Metal 2:
The bar under the picture is 20 µm long.
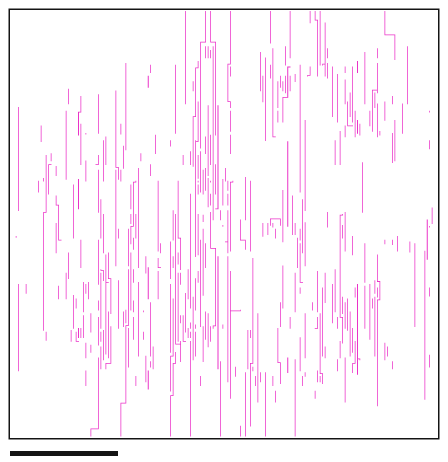
Placed standard cells:
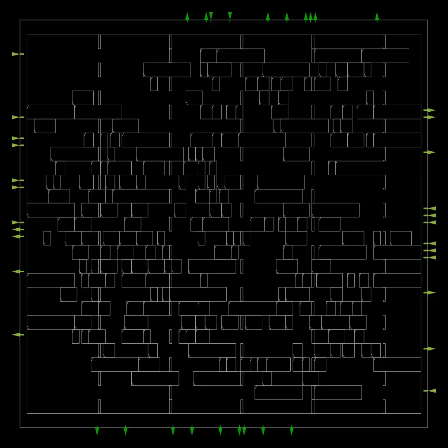
Where the registers sit:
Other sequential cells in the stronger grey, the rest of the logic in the fainter grey.
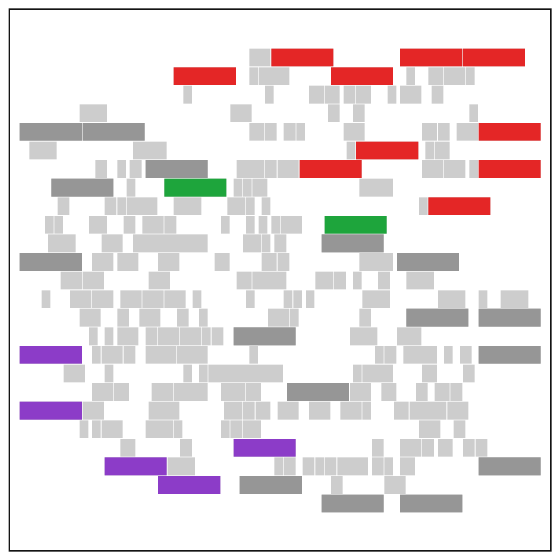
File: config.mk
export PLATFORM = sky130hd
export DESIGN_NAME = csr_row_sequencer_flat
export DESIGN_NICKNAME = d
export VERILOG_FILES = /design/src/rtl/csr_pkg.sv /design/src/rtl/csr_row_sequencer_if.sv /design/src/rtl/csr_row_sequencer.sv /design/src/flat_wrapper.sv
export SDC_FILE = /design/constraint.sdc
export NUM_CORES = 1
export LEC_CHECK = 0
export CAP_MARGIN = 10
export CORE_UTILIZATION = 35
export DETAILED_ROUTE_END_ITERATION = 7
export DONT_BUFFER_PORTS = 1
export PLACE_DENSITY_LB_ADDON = 0.12
export SYNTH_ARGS = -nofsm -noshare
export SYNTH_HDL_FRONTEND = slang
export SYNTH_SLANG_ARGS = --single-unit
File: constraint.sdc
create_clock -name clk -period 4.2 [get_ports clk]
set_input_delay 1.26 -clock clk [delete_from_list [all_inputs] [get_ports clk]]
set_output_delay 1.26 -clock clk [all_outputs]
set_load 0.02 [all_outputs]
File: src/rtl/csr_pkg.sv
// Shared definitions for the CSR row datapath: sequencer state encoding and
// default widths shared with the row-pointer fetch unit and the MAC lane.
package csr_pkg;

  localparam int CSR_LEN_W = 5;
  localparam int CSR_ROW_W = 5;

  typedef enum logic [1:0] {
    ST_IDLE  = 2'd0,
    ST_FETCH = 2'd1,
    ST_RUN   = 2'd2,
    ST_DONE  = 2'd3
  } state_t;

endpackage

File: src/rtl/csr_row_sequencer_if.sv
// Row-length input stream and element-strobe output stream of the sequencer.
interface csr_row_sequencer_if #(
  parameter int LEN_W = 5,
  parameter int ROW_W = 5
);
  logic             len_valid;
  logic             len_ready;
  logic [LEN_W-1:0] len_data;
  logic             elem_valid;
  logic             elem_ready;
  logic [LEN_W-1:0] elem_idx;
  logic [ROW_W-1:0] row_idx;
  logic             elem_last;

  modport slave (
    input  len_valid, len_data, elem_ready,
    output len_ready, elem_valid, elem_idx, row_idx, elem_last
  );

  modport master (
    output len_valid, len_data, elem_ready,
    input  len_ready, elem_valid, elem_idx, row_idx, elem_last
  );
endinterface

File: src/rtl/csr_row_sequencer.sv
// Walks the rows of a CSR job: one row length per row, then one element strobe
// per non-zero under back-pressure. All outputs are decoded from registers.
module csr_row_sequencer
  import csr_pkg::*;
#(
  parameter int LEN_W = CSR_LEN_W,
  parameter int ROW_W = CSR_ROW_W,
  parameter int TOT_W = LEN_W + ROW_W
) (
  input  logic             clk,
  input  logic             reset_n,
  input  logic             start,
  input  logic             abort,
  input  logic [ROW_W-1:0] num_rows,
  csr_row_sequencer_if.slave bus,
  output logic             row_empty,
  output logic             busy,
  output logic             done,
  output logic [TOT_W-1:0] total
);

  state_t           state_q, state_d;
  logic [ROW_W-1:0] num_rows_q, num_rows_d;
  logic [LEN_W-1:0] len_q, len_d;
  logic [LEN_W-1:0] elem_idx_q, elem_idx_d;
  logic [ROW_W-1:0] row_idx_q, row_idx_d;
  logic [TOT_W-1:0] total_q, total_d;
  logic             row_empty_q, row_empty_d;

  logic [ROW_W-1:0] cur_row;
  logic             last_row;
  logic             elem_last_w;

  // An empty row keeps row_idx on the consumed row for its pulse cycle; the
  // increment is carried in row_empty_q and folded in on the following cycle.
  assign cur_row     = row_idx_q + ROW_W'(row_empty_q);
  assign last_row    = (cur_row == num_rows_q - ROW_W'(1));
  assign elem_last_w = (state_q == ST_RUN) && (elem_idx_q == len_q - LEN_W'(1));

  always_comb begin
    state_d     = state_q;
    num_rows_d  = num_rows_q;
    len_d       = len_q;
    elem_idx_d  = elem_idx_q;
    row_idx_d   = row_idx_q;
    total_d     = total_q;
    row_empty_d = 1'b0;

    unique case (state_q)
      ST_IDLE: begin
        if (start && !abort) begin
          num_rows_d = num_rows;
          row_idx_d  = '0;
          total_d    = '0;
          elem_idx_d = '0;
          state_d    = (num_rows == '0) ? ST_DONE : ST_FETCH;
        end
      end
      ST_FETCH: begin
        row_idx_d = cur_row;
        if (abort) begin
          row_idx_d = row_idx_q;
          state_d   = ST_IDLE;
        end else if (bus.len_valid) begin
          if (bus.len_data == '0) begin
            row_empty_d = 1'b1;
            state_d     = last_row ? ST_DONE : ST_FETCH;
          end else begin
            len_d      = bus.len_data;
            elem_idx_d = '0;
            state_d    = ST_RUN;
          end
        end
      end
      ST_RUN: begin
        if (abort) begin
          state_d = ST_IDLE;
        end else if (bus.elem_ready) begin
          total_d = total_q + TOT_W'(1);
          if (elem_last_w) begin
            elem_idx_d = '0;
            row_idx_d  = row_idx_q + ROW_W'(1);
            state_d    = (row_idx_q == num_rows_q - ROW_W'(1)) ? ST_DONE : ST_FETCH;
          end else begin
            elem_idx_d = elem_idx_q + LEN_W'(1);
          end
        end
      end
      ST_DONE: begin
        row_idx_d = cur_row;
        state_d   = ST_IDLE;
      end
      default: state_d = ST_IDLE;
    endcase
  end

  always_ff @(posedge clk or negedge reset_n) begin
    if (!reset_n) begin
      state_q     <= ST_IDLE;
      num_rows_q  <= '0;
      len_q       <= '0;
      elem_idx_q  <= '0;
      row_idx_q   <= '0;
      total_q     <= '0;
      row_empty_q <= 1'b0;
    end else begin
      state_q     <= state_d;
      num_rows_q  <= num_rows_d;
      len_q       <= len_d;
      elem_idx_q  <= elem_idx_d;
      row_idx_q   <= row_idx_d;
      total_q     <= total_d;
      row_empty_q <= row_empty_d;
    end
  end

  assign bus.len_ready  = (state_q == ST_FETCH);
  assign bus.elem_valid = (state_q == ST_RUN);
  assign bus.elem_idx   = elem_idx_q;
  assign bus.row_idx    = row_idx_q;
  assign bus.elem_last  = elem_last_w;
  assign row_empty      = row_empty_q;
  assign busy           = (state_q != ST_IDLE);
  assign done           = (state_q == ST_DONE);
  assign total          = total_q;

endmodule
File: src/flat_wrapper.sv
// flat-port wrapper written by rule: the top's interface ports become plain ports
module csr_row_sequencer_flat import csr_pkg::*;
#(
  parameter int LEN_W = CSR_LEN_W,
  parameter int ROW_W = CSR_ROW_W,
  parameter int TOT_W = LEN_W + ROW_W
)
  (clk, reset_n, start, abort, num_rows, row_empty, busy, done, total, bus_len_valid, bus_len_data, bus_elem_ready, bus_len_ready, bus_elem_valid, bus_elem_idx, bus_row_idx, bus_elem_last);
  csr_row_sequencer_if #(.LEN_W(LEN_W), .ROW_W(ROW_W)) bus_i ();
  input  logic clk;
  input  logic reset_n;
  input  logic start;
  input  logic abort;
  input  logic [ROW_W-1:0] num_rows;
  output logic row_empty;
  output logic busy;
  output logic done;
  output logic [TOT_W-1:0] total;
  input wire logic [$bits(bus_i.len_valid)-1:0] bus_len_valid;
  input wire logic [$bits(bus_i.len_data)-1:0] bus_len_data;
  input wire logic [$bits(bus_i.elem_ready)-1:0] bus_elem_ready;
  output wire logic [$bits(bus_i.len_ready)-1:0] bus_len_ready;
  output wire logic [$bits(bus_i.elem_valid)-1:0] bus_elem_valid;
  output wire logic [$bits(bus_i.elem_idx)-1:0] bus_elem_idx;
  output wire logic [$bits(bus_i.row_idx)-1:0] bus_row_idx;
  output wire logic [$bits(bus_i.elem_last)-1:0] bus_elem_last;
  assign bus_i.len_valid = bus_len_valid;
  assign bus_i.len_data = bus_len_data;
  assign bus_i.elem_ready = bus_elem_ready;
  assign bus_len_ready = bus_i.len_ready;
  assign bus_elem_valid = bus_i.elem_valid;
  assign bus_elem_idx = bus_i.elem_idx;
  assign bus_row_idx = bus_i.row_idx;
  assign bus_elem_last = bus_i.elem_last;
  csr_row_sequencer #(.LEN_W(LEN_W), .ROW_W(ROW_W), .TOT_W(TOT_W)) u_core (.clk(clk), .reset_n(reset_n), .start(start), .abort(abort), .num_rows(num_rows), .bus(bus_i), .row_empty(row_empty), .busy(busy), .done(done), .total(total));
endmodule
==> impl_metrics.csv <==
group,metric,value,unit
clock_network,post-cts-setup-buffer-count,0,
clock_network,clockBufferDepth,2,
global_routing,gr-usage-met1,22.4,%
worst_setup_path,crit_family,"simple AND/OR/NAND/NOR gates",
die,tap_cells,72,
place,portBuffers,0,
layout,utilization,40.8,%
detailed_routing,dr_wl_met3,244,µm
status,status,"finished clean",
power,powerSeq,518,µW
synthesis,top_cell,"dfrtp_1",
layout,drive_gt1_share,11.3,%
layout,area_growth,10.1,%
layout,mostFrequentLayoutCells,"dfrtp_1, nor2_1, nand2_1",
layout,nNonClkInverters,11,
sta,setup_viol,0,
global_routing,antenna_found_initial,0,
layout,multiInputCombCellCount,177,
sta,tns,0,ns
sta,min_period_over_period,83.4,%
global_routing,grt_remaining_overflow,0,
synthesis,netlist_instances,227,
die,die_w,79.0,µm
sta,hold_viol,0,
global_routing,grt_first_pass_wirelength,8110,µm
synthesis,ys_chip_area,2080,µm²
place,dpl_worst_slack,1.01,ns
layout,design_area,2290,µm²
synthesis,syn_area,2080,µm²
detailed_routing,detail-route-antenna-nets,0,
power,pg_clk,365,µW
sta,max_freq,285,MHz
power,pwr-share-seq,35.6,%
synthesis,ys_types,41,
sta,rsz0062_at_grt,"false",
worst_setup_path,cp_num_cells,6,
clock_network,htreeDepth,2,
clock_network,hold_buffers,0,
worst_setup_path,r2r_start,"u_core.len_q[0]",
synthesis,synth_flop_count,33,
layout,comb_area,1190,µm²
layout,largest_register_ffs,10,
global_routing,track_usage,17.1,%
place,post-dp-hpwl,3580,µm
layout,fillers,584,
power,power.leakage,0.00102,µW
synthesis,syn_avg_cell_area,9.15,µm²
synthesis,top_area_share,39.8,%
synthesis,ys_sh_adder,4.22,%
global_routing,busiest_layer,"met2",
worst_setup_path,cp-start-kind,"register",
worst_setup_path,crit_chain,"inv_1 > ha_1 > nor2b_1 > or3_1 > a311oi_2 > and3_2",
layout,final.signal_buffer_count,1,
global_routing,grt_pass1_vias,1591,
detailed_routing,top_layer,"met4",
sta,drv_slew,0,
die,core.rowCount,27,
die,dieArea,6250,µm²
synthesis,ys_warn_count,0,
worst_setup_path,arrival,2.24,ns
worst_setup_path,critPathLaunch,"u_core.len_q[0]",
-- 'metal 2' (at the start) --
The wires run mostly vertical. The longest straight run is 32.0 µm. The layer holds 45% of the routed length. 200 nets have wire on it.

-- 'placed standard cells' (at the start) --
Final Non-Filler Cells: 302
Flops: 33
Seq area share: 36.1%
Core ar.: 5610 µm²

-- 'where the registers sit' (at the start) --
Red marks u_core.total, placed flops 10. Purple marks u_core.bus.row_idx, placed flops 5, where lower left. Green marks u_core.state_q, placed flops 2.
Another 16 sequential cells are not coloured.

Power figures rest on the tool's default switching activity, not on a simulated workload.
